Fig. 1: run 1, clock distribution
The bar under the picture is 20 um long.
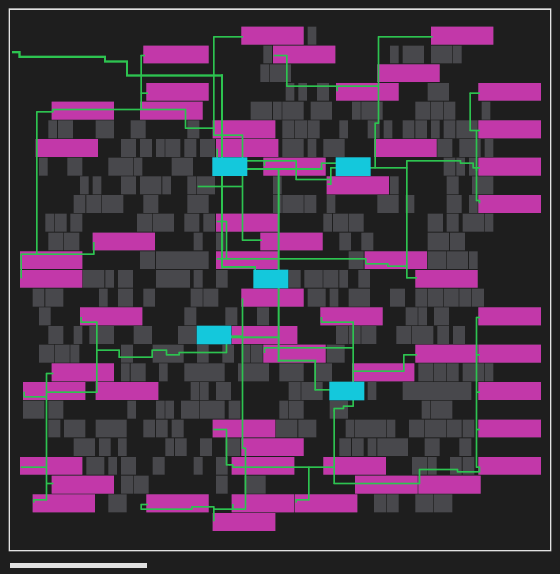
Fig. 2: run 1, M3 wires
The bar under the picture is 20 um long. Cells faint in the background.
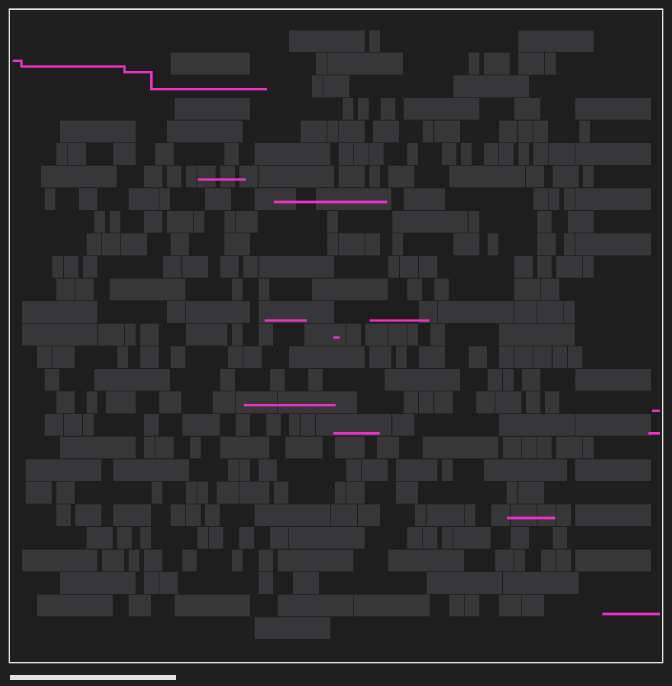
Fig. 3: run 1, metal 2
Cells faint in the background.
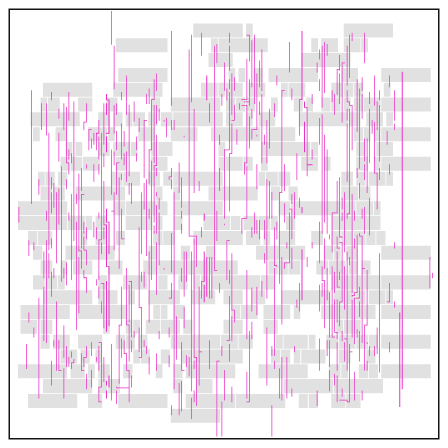
### config.mk
export PLATFORM = sky130hd
export DESIGN_NAME = button_debounce_flat
export DESIGN_NICKNAME = d
export VERILOG_FILES = /design/src/rtl/board_io_pkg.sv /design/src/rtl/button_debounce_if.sv /design/src/rtl/sync_2ff.sv /design/src/rtl/button_debounce.sv /design/src/flat_wrapper.sv
export SDC_FILE = /design/constraint.sdc
export NUM_CORES = 1
export LEC_CHECK = 0
export ABC_AREA = 0
export ABC_CLOCK_PERIOD_IN_PS = 2700
export CORE_UTILIZATION = 49
export CTS_BUF_LIST = sky130_fd_sc_hd__clkbuf_4 sky130_fd_sc_hd__clkbuf_8 sky130_fd_sc_hd__clkbuf_16
export DETAILED_ROUTE_END_ITERATION = 7
export DONT_BUFFER_PORTS = 1
export SETUP_SLACK_MARGIN = 0.02
export SLEW_MARGIN = 20
export SYNTH_ARGS = -nofsm -noshare
export SYNTH_HDL_FRONTEND = slang
export SYNTH_SLANG_ARGS = --single-unit
### constraint.sdc
create_clock -name clk -period 2.7 [get_ports clk]
set_input_delay 0.54 -clock clk [delete_from_list [all_inputs] [get_ports clk]]
set_output_delay 0.54 -clock clk [all_outputs]
set_load 0.02 [all_outputs]
### src/rtl/board_io_pkg.sv
// Shared board-I/O definitions: debounce FSM state codes and a ms-to-cycles helper
// for sizing timing parameters at the top level.
package board_io_pkg;

  localparam logic [1:0] IDLE        = 2'd0;
  localparam logic [1:0] ARM_PRESS   = 2'd1;
  localparam logic [1:0] HELD        = 2'd2;
  localparam logic [1:0] ARM_RELEASE = 2'd3;

  // Whole-kHz clocks assumed; widened so 1 s at 50 MHz does not overflow mid-calculation.
  function automatic int unsigned ms_to_cycles(input int unsigned clk_hz, input int unsigned ms);
    longint unsigned cycles;
    cycles = (64'(clk_hz) / 64'd1000) * 64'(ms);
    return 32'(cycles);
  endfunction

endpackage

### src/rtl/button_debounce_if.sv
// Key-side signal bundle: raw pin in, debounced level and event strobes out.
interface button_debounce_if;

  logic btn_in;
  logic btn_level;
  logic press_pulse;
  logic release_pulse;
  logic long_pulse;
  logic toggle;

  // Board/user side: drives the pin, consumes the events.
  modport master (
    output btn_in,
    input  btn_level, press_pulse, release_pulse, long_pulse, toggle
  );

  // Debouncer side.
  modport slave (
    input  btn_in,
    output btn_level, press_pulse, release_pulse, long_pulse, toggle
  );

endinterface

### src/rtl/sync_2ff.sv
// Two-flop synchroniser for a single asynchronous pin; reset value chosen per pin
// so reset looks like the pin's idle level.
module sync_2ff #(
  parameter logic RESET_VAL = 1'b0
) (
  input  logic clk,
  input  logic rst_n,
  input  logic d,
  output logic q
);

  logic meta;

  always_ff @(posedge clk or negedge rst_n) begin
    if (!rst_n) begin
      meta <= RESET_VAL;
      q    <= RESET_VAL;
    end else begin
      meta <= d;
      q    <= meta;
    end
  end

endmodule

### src/rtl/button_debounce.sv
// Push-button debouncer: synchronised, polarity-normalised key turned into a clean
// level plus press/release/long-press strobes and a press-toggled level.
module button_debounce
  import board_io_pkg::*;
#(
  parameter int unsigned DEBOUNCE_CYCLES = ms_to_cycles(50_000_000, 20),
  parameter int unsigned LONG_CYCLES     = ms_to_cycles(50_000_000, 1000),
  parameter logic        ACTIVE_LOW      = 1'b1
) (
  input  logic              clk,
  input  logic              rst_n,
  button_debounce_if.slave  bus
);

  localparam int unsigned DB_W = $clog2(DEBOUNCE_CYCLES + 1);
  localparam int unsigned LG_W = $clog2(LONG_CYCLES + 1);
  localparam logic [DB_W-1:0] DB_LAST = DB_W'(DEBOUNCE_CYCLES - 1);
  localparam logic [LG_W-1:0] LG_LAST = LG_W'(LONG_CYCLES - 1);
  localparam logic [LG_W-1:0] LG_MAX  = LG_W'(LONG_CYCLES);

  logic            sync_pin;
  logic            pressed;
  logic [1:0]      state,    state_nxt;
  logic [DB_W-1:0] db_cnt,   db_cnt_nxt;
  logic [LG_W-1:0] long_cnt, long_cnt_nxt;
  logic            level_q,   level_nxt;
  logic            press_q,   press_nxt;
  logic            release_q, release_nxt;
  logic            long_q,    long_nxt;
  logic            toggle_q,  toggle_nxt;

  sync_2ff #(.RESET_VAL(ACTIVE_LOW)) u_sync (
    .clk   (clk),
    .rst_n (rst_n),
    .d     (bus.btn_in),
    .q     (sync_pin)
  );

  assign pressed = sync_pin ^ ACTIVE_LOW;

  always_ff @(posedge clk or negedge rst_n) begin
    if (!rst_n) begin
      state     <= IDLE;
      db_cnt    <= '0;
      long_cnt  <= '0;
      level_q   <= 1'b0;
      press_q   <= 1'b0;
      release_q <= 1'b0;
      long_q    <= 1'b0;
      toggle_q  <= 1'b0;
    end else begin
      state     <= state_nxt;
      db_cnt    <= db_cnt_nxt;
      long_cnt  <= long_cnt_nxt;
      level_q   <= level_nxt;
      press_q   <= press_nxt;
      release_q <= release_nxt;
      long_q    <= long_nxt;
      toggle_q  <= toggle_nxt;
    end
  end

  // db_cnt holds the stable cycles already seen; the current cycle completes the
  // window when it equals DEBOUNCE_CYCLES-1, so the strobe lands DEBOUNCE_CYCLES after arming.
  always_comb begin
    state_nxt    = state;
    db_cnt_nxt   = db_cnt;
    long_cnt_nxt = long_cnt;
    level_nxt    = level_q;
    press_nxt    = 1'b0;
    release_nxt  = 1'b0;
    long_nxt     = 1'b0;
    toggle_nxt   = toggle_q;

    case (state)
      IDLE: begin
        if (pressed) begin
          state_nxt  = ARM_PRESS;
          db_cnt_nxt = DB_W'(1);
        end
      end
      ARM_PRESS: begin
        if (!pressed) begin
          state_nxt  = IDLE;
          db_cnt_nxt = '0;
        end else if (db_cnt == DB_LAST) begin
          state_nxt  = HELD;
          db_cnt_nxt = '0;
          press_nxt  = 1'b1;
          level_nxt  = 1'b1;
          toggle_nxt = ~toggle_q;
        end else begin
          db_cnt_nxt = db_cnt + DB_W'(1);
        end
      end
      HELD: begin
        if (!pressed) begin
          state_nxt  = ARM_RELEASE;
          db_cnt_nxt = DB_W'(1);
        end
      end
      ARM_RELEASE: begin
        if (pressed) begin
          state_nxt  = HELD;
          db_cnt_nxt = '0;
        end else if (db_cnt == DB_LAST) begin
          state_nxt   = IDLE;
          db_cnt_nxt  = '0;
          release_nxt = 1'b1;
          level_nxt   = 1'b0;
        end else begin
          db_cnt_nxt = db_cnt + DB_W'(1);
        end
      end
      default: begin
        state_nxt  = IDLE;
        db_cnt_nxt = '0;
      end
    endcase

    // Long-press timer: restarts on each accepted press, saturates so it strobes once.
    if (press_nxt) begin
      long_cnt_nxt = '0;
    end else if (((state == HELD) || (state == ARM_RELEASE)) && (long_cnt != LG_MAX)) begin
      long_cnt_nxt = long_cnt + LG_W'(1);
      long_nxt     = (long_cnt == LG_LAST);
    end
  end

  assign bus.btn_level     = level_q;
  assign bus.press_pulse   = press_q;
  assign bus.release_pulse = release_q;
  assign bus.long_pulse    = long_q;
  assign bus.toggle        = toggle_q;

endmodule

### src/flat_wrapper.sv
// flat-port wrapper written by rule: the top's interface ports become plain ports
module button_debounce_flat import board_io_pkg::*;
#(
  parameter int unsigned DEBOUNCE_CYCLES = ms_to_cycles(50_000_000, 20),
  parameter int unsigned LONG_CYCLES     = ms_to_cycles(50_000_000, 1000),
  parameter logic        ACTIVE_LOW      = 1'b1
)
  (clk, rst_n, bus_btn_in, bus_btn_level, bus_press_pulse, bus_release_pulse, bus_long_pulse, bus_toggle);
  button_debounce_if bus_i ();
  input  logic clk;
  input  logic rst_n;
  input wire logic [$bits(bus_i.btn_in)-1:0] bus_btn_in;
  output wire logic [$bits(bus_i.btn_level)-1:0] bus_btn_level;
  output wire logic [$bits(bus_i.press_pulse)-1:0] bus_press_pulse;
  output wire logic [$bits(bus_i.release_pulse)-1:0] bus_release_pulse;
  output wire logic [$bits(bus_i.long_pulse)-1:0] bus_long_pulse;
  output wire logic [$bits(bus_i.toggle)-1:0] bus_toggle;
  assign bus_i.btn_in = bus_btn_in;
  assign bus_btn_level = bus_i.btn_level;
  assign bus_press_pulse = bus_i.press_pulse;
  assign bus_release_pulse = bus_i.release_pulse;
  assign bus_long_pulse = bus_i.long_pulse;
  assign bus_toggle = bus_i.toggle;
  button_debounce #(.DEBOUNCE_CYCLES(DEBOUNCE_CYCLES), .LONG_CYCLES(LONG_CYCLES), .ACTIVE_LOW(ACTIVE_LOW)) u_core (.clk(clk), .rst_n(rst_n), .bus(bus_i));
endmodule
==> metrics.csv, run 1 <==
metric,value,unit
status,finished clean,
"Distinct cells, synth",48,
placed cell count,368,
Internal,1.27,mW
Yosys reg bits,55,
Syn Nets,311,
Worst-Margin Slew,0.732,ns
stage-log warning count,27,
sequential power,993,uW
Leakage,1.25,nW
number of core rows,27,
Sequential Power Share,0.500,
clock-cell share of area,0.0293,
Top area cell types,"dfrtp_1 (46%), xnor2_1 (4.9%), nand3_1 (4.5%)",
Non-Filler Instances,377,
largest net degree at the start of global routing,54,
Logic pwr share,0.267,
Port Buffers,0,
Reg area,1380,um2
vias in the first global route,2149,
DIE AREA,6170,um2
flop-to-flop setup slack,0.39,ns
comb. cell area,1370,um2
Buf/Inv on CP,1,
Worst R2R Start,u_core.db_cnt[7]$_DFFE_PN0P_,
placed inst area,2920,um2
Net Sw Power,717,uW
clock sinks,55,
Largest register FFs,26,
seq_cells,55,
chip width,78.6,um
Final Util,0.544,
Pre-Place Util,0.515,
cell type with the largest total area,dfrtp_1,
Top Metal Used,met4,
Synth Seq Share,0.480,
GRT busiest layer,met2,
total negative slack,0,ns
fin crit share,0.857,
Comb group,529,uW
Comb/total area,0.451,
RSZ-0062 raised after global routing,false,
global-route wire length before repair,10400,um
critical path peak fanout,20,
reg-to-reg endpoint,u_core.long_cnt[13]$_DFFE_PN0P_,
Worst slew margin,0.511,
clock-pin slew on the worst setup and hold paths,0.10,ns
max_cap viols,0,
simple share,0.260,
Final Max-Slew Violation Tally,0,
GP Congestion,0.736,
"Worst Setup Slack, final",0.386,ns
H-Tree Depth,2,
Yosys chip area,2870,um2
PD cells,655,nW/um2
Fin Hold WS,0.0678,ns
Finish-stage setup viols,0,
Post-Synth XOR/XNOR Area,0.0580,
Tap Cells,72,
fill cell count,519,
"Arr. time, crit path",2.50,ns
Top power group,registers,
GR Layer Usage met1,0.290,
Die Y,78.6,um
CTS Buf Count,5,
Non-clock buffering overhead,0.0190,
CP Launch Point,u_core.db_cnt[7]$_DFFE_PN0P_,
Plain + repair buffers,5,
final instance area,3030,um2
largest registers,"u_core.long_cnt x26, u_core.db_cnt x20",
minimum clock period,2.31,ns
clock buffers,6,
Hold Buf Count CTS,1,
GRT Residual Overflow,0,
Synth Area in Adders,0.0131,
most frequent cells in the layout,"dfrtp_1 (53), nor2_1 (28), nand3_1 (26)",
CP endpoint kind,flip-flop,
"Req. time, crit path",2.89,ns
"slowest stage cell, crit path",or4b_1,
core area,5570,um2
clk buf depth,2,
# IOs,8,
number of synthesis warnings,0,
largest family of logic cells by area,simple AND/OR/NAND/NOR gates,
largest cell class by area,sequential cells,
DRC,0,
startpoint types,flip-flop,
NumNets Final,310,
ANT cells,0,
CP max stage delay,0.55,ns
ao+oa area frac,0.142,
Synth Instances,305,
Hold WC Path Type,input pin to async pin,
routed length on met3,94,um
Fmax,432,MHz
main flop type,dfrtp_1,
drt first pass iters,4,
# Cells Yosys,305,
Hold Fails Final Rpt,0,
Top delay family on crit path,simple AND/OR/NAND/NOR gates,
clk latency late pin,0.31,ns
Post-CTS Repair Setup Buffers,0,
post_cts resized,0,
syn avg cell area,9.41,um2
synthesized area,2870,um2
Seq area share,0.455,
VDD IR max,0.356,mV
met1 wire length,2810,um
total power,1.98,mW
number of synthesized flops with an enable pin,0,
global-route usage over all layers,0.214,
CTS tree,yes,
critical path depth,6,
drt wl/cell,15.3,um
Place WS,0.380,ns
Avg Vias per Cell,5.82,
crit path to,u_core.long_cnt[13]$_DFFE_PN0P_,
multi-input gates,224,
Notes on Fig. 1 above:
[clock wires] green | length: 693 um
[clock drivers] cyan | count: 5
[flip-flops] magenta | count: 55
routed clock nets: 6
clock-net power: 463 uW
Worst Clk Skew: 0.0128 ns
clock power share: 0.233

Notes on Fig. 2 above:
longest straight run: 13.8 um
wire length on this layer: 94.6 um
nets with wire on the layer: 8
main direction: horizontal
met3 usage: 0.0349
vias: 2,193

Notes on Fig. 3 above:
nets with wire on the layer: 238
longest straight run: 58.1 um
met2 Use GR: 0.349
DRT Wirelength: 5760 um

Fig. 4: run 1, routing congestion
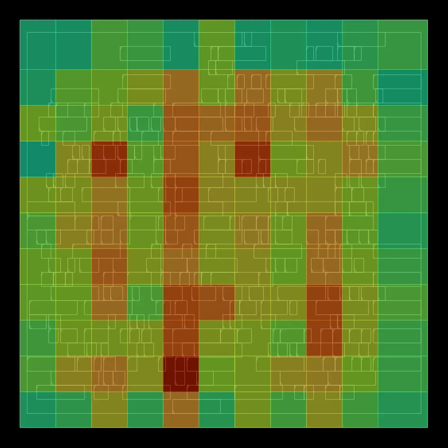

==> run 1 -> run 2 <==
==> constraint.sdc (replaced) <==
create_clock -name clk -period 2.7 [get_ports clk]
set_input_delay 0.27 -clock clk [delete_from_list [all_inputs] [get_ports clk]]
set_output_delay 0.27 -clock clk [all_outputs]
set_load 0.02 [all_outputs]
Fig. 5: run 2, routing congestion
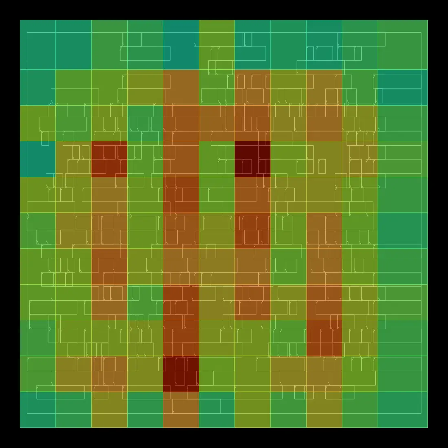
drt wl/cell: 15.0 um
global-route usage over all layers: 0.212

Fig. 6: run 2, M3 wires
The bar under the picture is 20 um long. Cells faint in the background.
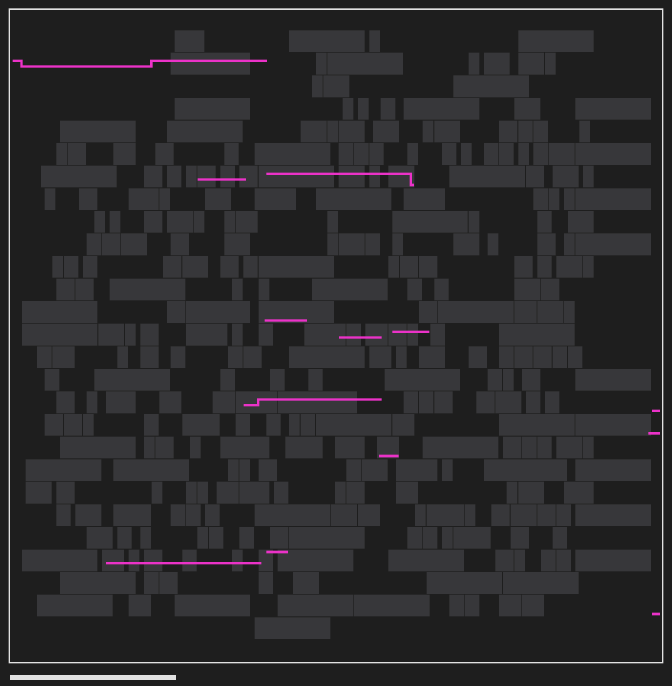
main direction: horizontal
nets with wire on the layer: 9
wire length on this layer: 112 um
share of all routed wire: 2.0%
vias: 2,185
DRT Wirelength: 5690 um
met3 usage: 0.0384

==> run 2 against run 1 <==
Net effect: combinational power rose by 0.9%; die size is the same; register-to-register slack is essentially flat; final cell count increased by 0.53%.
==> metrics.csv, run 2 <==
metric,value,unit,change
placed inst area,2920,um2,unchanged
Logic pwr share,0.268,,about the same
CTS Buf Count,5,,unchanged
total negative slack,0,ns,unchanged
Synth Area in Adders,0.0131,,unchanged
Fmax,433,MHz,+0.23%
critical path peak fanout,20,,unchanged
Buf/Inv on CP,1,,unchanged
fin crit share,0.855,,-0.00200
multi-input gates,224,,unchanged
CP Launch Point,u_core.db_cnt[7]$_DFFE_PN0P_,,
DIE AREA,6170,um2,unchanged
placed cell count,368,,unchanged
number of core rows,27,,unchanged
Worst Clk Skew,0.0108,ns,-0.00207 ns
DRC,0,,unchanged
chip width,78.6,um,unchanged
met1 wire length,2740,um,-2.7%
global-route wire length before repair,10300,um,-0.79%
GRT Residual Overflow,0,,unchanged
Internal,1.27,mW,+0.17%
clock sinks,55,,unchanged
"Distinct cells, synth",48,,unchanged
clock power share,0.234,,about the same
critical path depth,6,,unchanged
GRT busiest layer,met2,,
Hold Fails Final Rpt,0,,unchanged
Comb/total area,0.448,,-0.00296
Top power group,registers,,
Synth Instances,305,,unchanged
Yosys reg bits,55,,unchanged
post_cts resized,0,,unchanged
GR Layer Usage met1,0.287,,-0.00299
H-Tree Depth,2,,unchanged
fill cell count,517,,-0.39%
stage-log warning count,27,,unchanged
Yosys chip area,2870,um2,unchanged
startpoint types,flip-flop,,
CP max stage delay,0.55,ns,about the same
Post-CTS Repair Setup Buffers,0,,unchanged
NumNets Final,312,,+0.65%
Hold WC Path Type,flip-flop to flip-flop,,
clock-net power,466,uW,about the same
number of synthesized flops with an enable pin,0,,unchanged
Fin Hold WS,0.373,ns,+0.305 ns
Final Util,0.547,,+0.00359
Comb group,534,uW,+0.9%
Top delay family on crit path,simple AND/OR/NAND/NOR gates,,
Largest register FFs,26,,unchanged
Sequential Power Share,0.498,,-0.002
"Worst Setup Slack, final",0.391,ns,+0.00539 ns
Synth Seq Share,0.480,,unchanged
status,finished clean,,
routed length on met3,112,um,+19%
Leakage,1.26,nW,+0.67%
clk buf depth,2,,unchanged
Non-clock buffering overhead,0.0254,,+0.00644
clock buffers,6,,unchanged
Port Buffers,0,,unchanged
PD cells,653,nW/um2,-0.29%
Fig. 7: run 2, metal 2
Cells faint in the background.
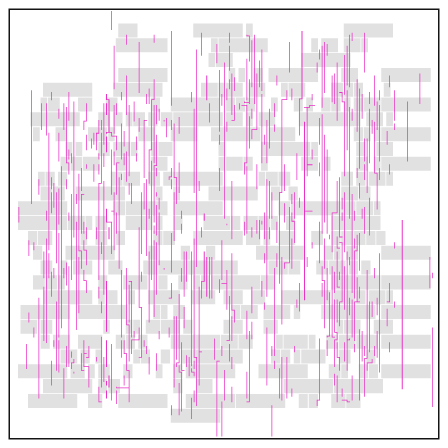

==> run 2 -> run 3 <==
HOLD_SLACK_MARGIN = 0.03   (was not set)
SYNTH_HIERARCHICAL = 1   (was not set)
Fig. 8: run 3, metal 2
Cells faint in the background.
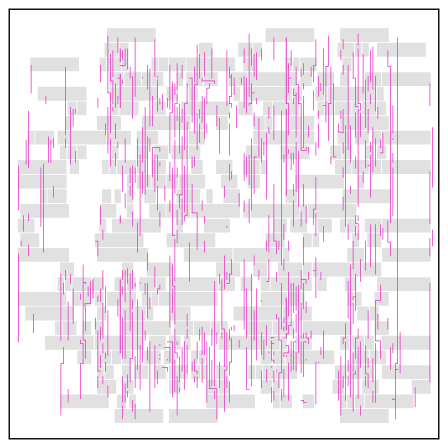
wire length on this layer: 2,600 um
main direction: vertical
nets with wire on the layer: 256
longest straight run: 60.5 um
met2 Use GR: 0.321
DRT Wirelength: 6320 um
vias: 2,348

==> run 3 against run 2 <==
Net effect: combinational power decreased by 57%; core utilization increased by 1.1 points; routed wire length increased by 11%; critical endpoint is now u_core/db_cnt[15]$_DFFE_PN0P_; critical path depth decreased by 1.
==> metrics.csv, run 3 <==
metric,value,unit,change
Top delay family on crit path,simple AND/OR/NAND/NOR gates,,
Yosys reg bits,55,,unchanged
Top power group,registers,,
# IOs,8,,
multi-input gates,231,,+3.1%
GR Layer Usage met1,0.345,,+0.0580
placed cell count,371,,+0.82%
fraction of registers with async set/reset,1.00,,
chip width,79.5,um,+1.2%
Logic pwr share,0.136,,-0.132
ANT cells,0,,
Avg Vias per Cell,6.15,,
stage-log warning count,27,,unchanged
minimum clock period,2.30,ns,
largest family of logic cells by area,simple AND/OR/NAND/NOR gates,,
CTS tree,yes,,
met1 wire length,3370,um,+23%
share of layout cells above drive strength 1,0.0903,,
routed length on met3,240,um,+110%
Comb group,232,uW,-57%
Buf/Inv on CP,0,,-1
clock buffers,6,,unchanged
status,finished clean,,
total negative slack,0,ns,unchanged
switching portion of total power,0.277,,
Hold WC Path Type,flip-flop to flip-flop,,
NumNets Final,315,,+0.96%
clock-pin slew on the worst setup and hold paths,0.11,ns,
Worst Clk Skew,0.0136,ns,+0.00280 ns
largest net degree at the start of global routing,56,,
Commonest Layout Cell,dfrtp_1,,
ao+oa area frac,0.143,,
Layout area overhead,7.19,%,
clock-cell share of area,0.0373,,
Worst-Margin Slew,0.946,ns,
Leakage,1.35,nW,+6.9%
startpoint types,flip-flop,,
Worst R2R Start,u_core/db_cnt[6]$_DFFE_PN0P_,,
Port Buffers,0,,unchanged
critical path depth,5,,-1
Comb/total area,0.461,,+0.0132
RSZ-0062 raised after global routing,false,,
Fin Hold WS,0.364,ns,-0.00952 ns
Synth Area in Adders,0.0128,,-0.000306
Synth Instances,312,,+2.3%
Final Util,0.559,,+0.0112
clk buf depth,2,,unchanged
Hold Fails Final Rpt,0,,unchanged
clock-net power,579,uW,+24%
clock power share,0.339,,+0.105
hold_sp,u_core/u_sync/meta$_DFF_PN1_,,
Final HPWL DP,4110,um,
reg-to-reg endpoint,u_core/db_cnt[15]$_DFFE_PN0P_,,
drt wl/cell,16.5,um,+10%
Sequential Power Share,0.525,,+0.027
clock sinks,55,,unchanged
largest cell class by area,multi-input combinational cells,,
total power,1.71,mW,
Die Y,79.5,um,
syn avg cell area,9.42,um2,
core area,5640,um2,
CP Launch Point,u_core/db_cnt[6]$_DFFE_PN0P_,,
"Req. time, crit path",2.91,ns,
most frequent cells in the layout,"dfrtp_1 (53), nand2_1 (32), nor2_1 (25)",,
antenna violations before repair,0,,
R2R depth,5,,
max_cap viols,0,,
GRT Residual Overflow,0,,unchanged
CP endpoint kind,flip-flop,,
placed inst area,2990,um2,+2.4%
CP max stage delay,0.56,ns,about the same
Finish-stage setup viols,0,,
Internal,1.23,mW,-2.8%
Synth Seq Share,0.469,,-0.0112
Yosys chip area,2940,um2,+2.4%
PD cells,541,nW/um2,-17%
GRT busiest layer,met1,,
"Distinct cells, synth",48,,unchanged
Synth top area share,0.451,,
VDD IR max,0.311,mV,
Fmax,434,MHz,+0.28%
Post-CTS Repair Setup Buffers,0,,unchanged
fin crit share,0.853,,-0.00243
post_cts resized,0,,unchanged
Top area cell types,"dfrtp_1 (45%), nand2_1 (4.1%), xor2_1 (3.6%)",,
critical path peak fanout,11,,-45%
"Worst Setup Slack, final",0.398,ns,+0.00655 ns
CTS Buf Count,5,,unchanged
top cells by count,"dfrtp_1 (53), nand2_1 (32), nor2_1 (25)",,
number of core rows,27,,unchanged
global-route wire length before repair,11100,um,+8.4%
H-Tree Depth,2,,unchanged
Largest register FFs,26,,unchanged
DIE AREA,6310,um2,+2.3%
number of synthesized flops with an enable pin,0,,unchanged
final instance area,3150,um2,
fill cell count,501,,-3.1%
Non-clock buffering overhead,0.0246,,-0.000807
sequential power,895,uW,
global-route usage over all layers,0.227,,+0.0154
DRC,0,,unchanged
Fig. 9: run 3, M3 wires
The bar under the picture is 20 um long. Cells faint in the background.
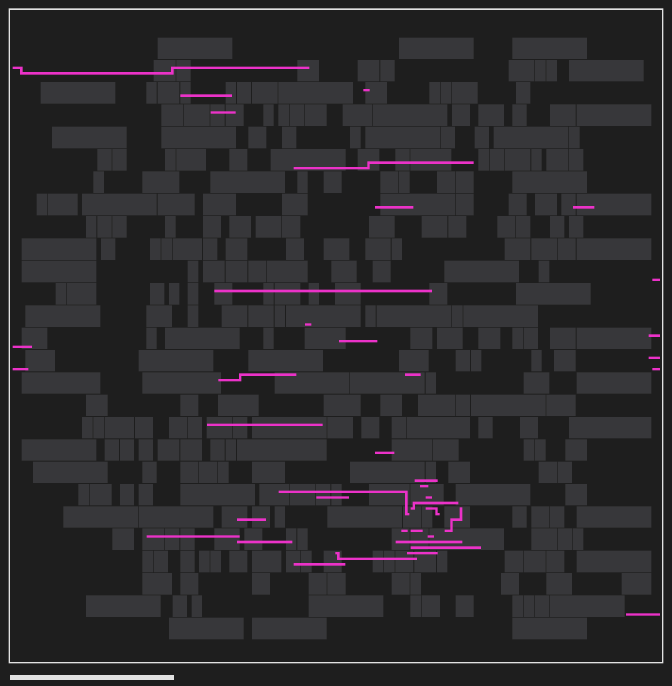
share of all routed wire: 3.8%
main direction: horizontal
wire length on this layer: 241 um
nets with wire on the layer: 29
met3 usage: 0.0423

No activity file was given, so power comes from the tool's default toggle rates.
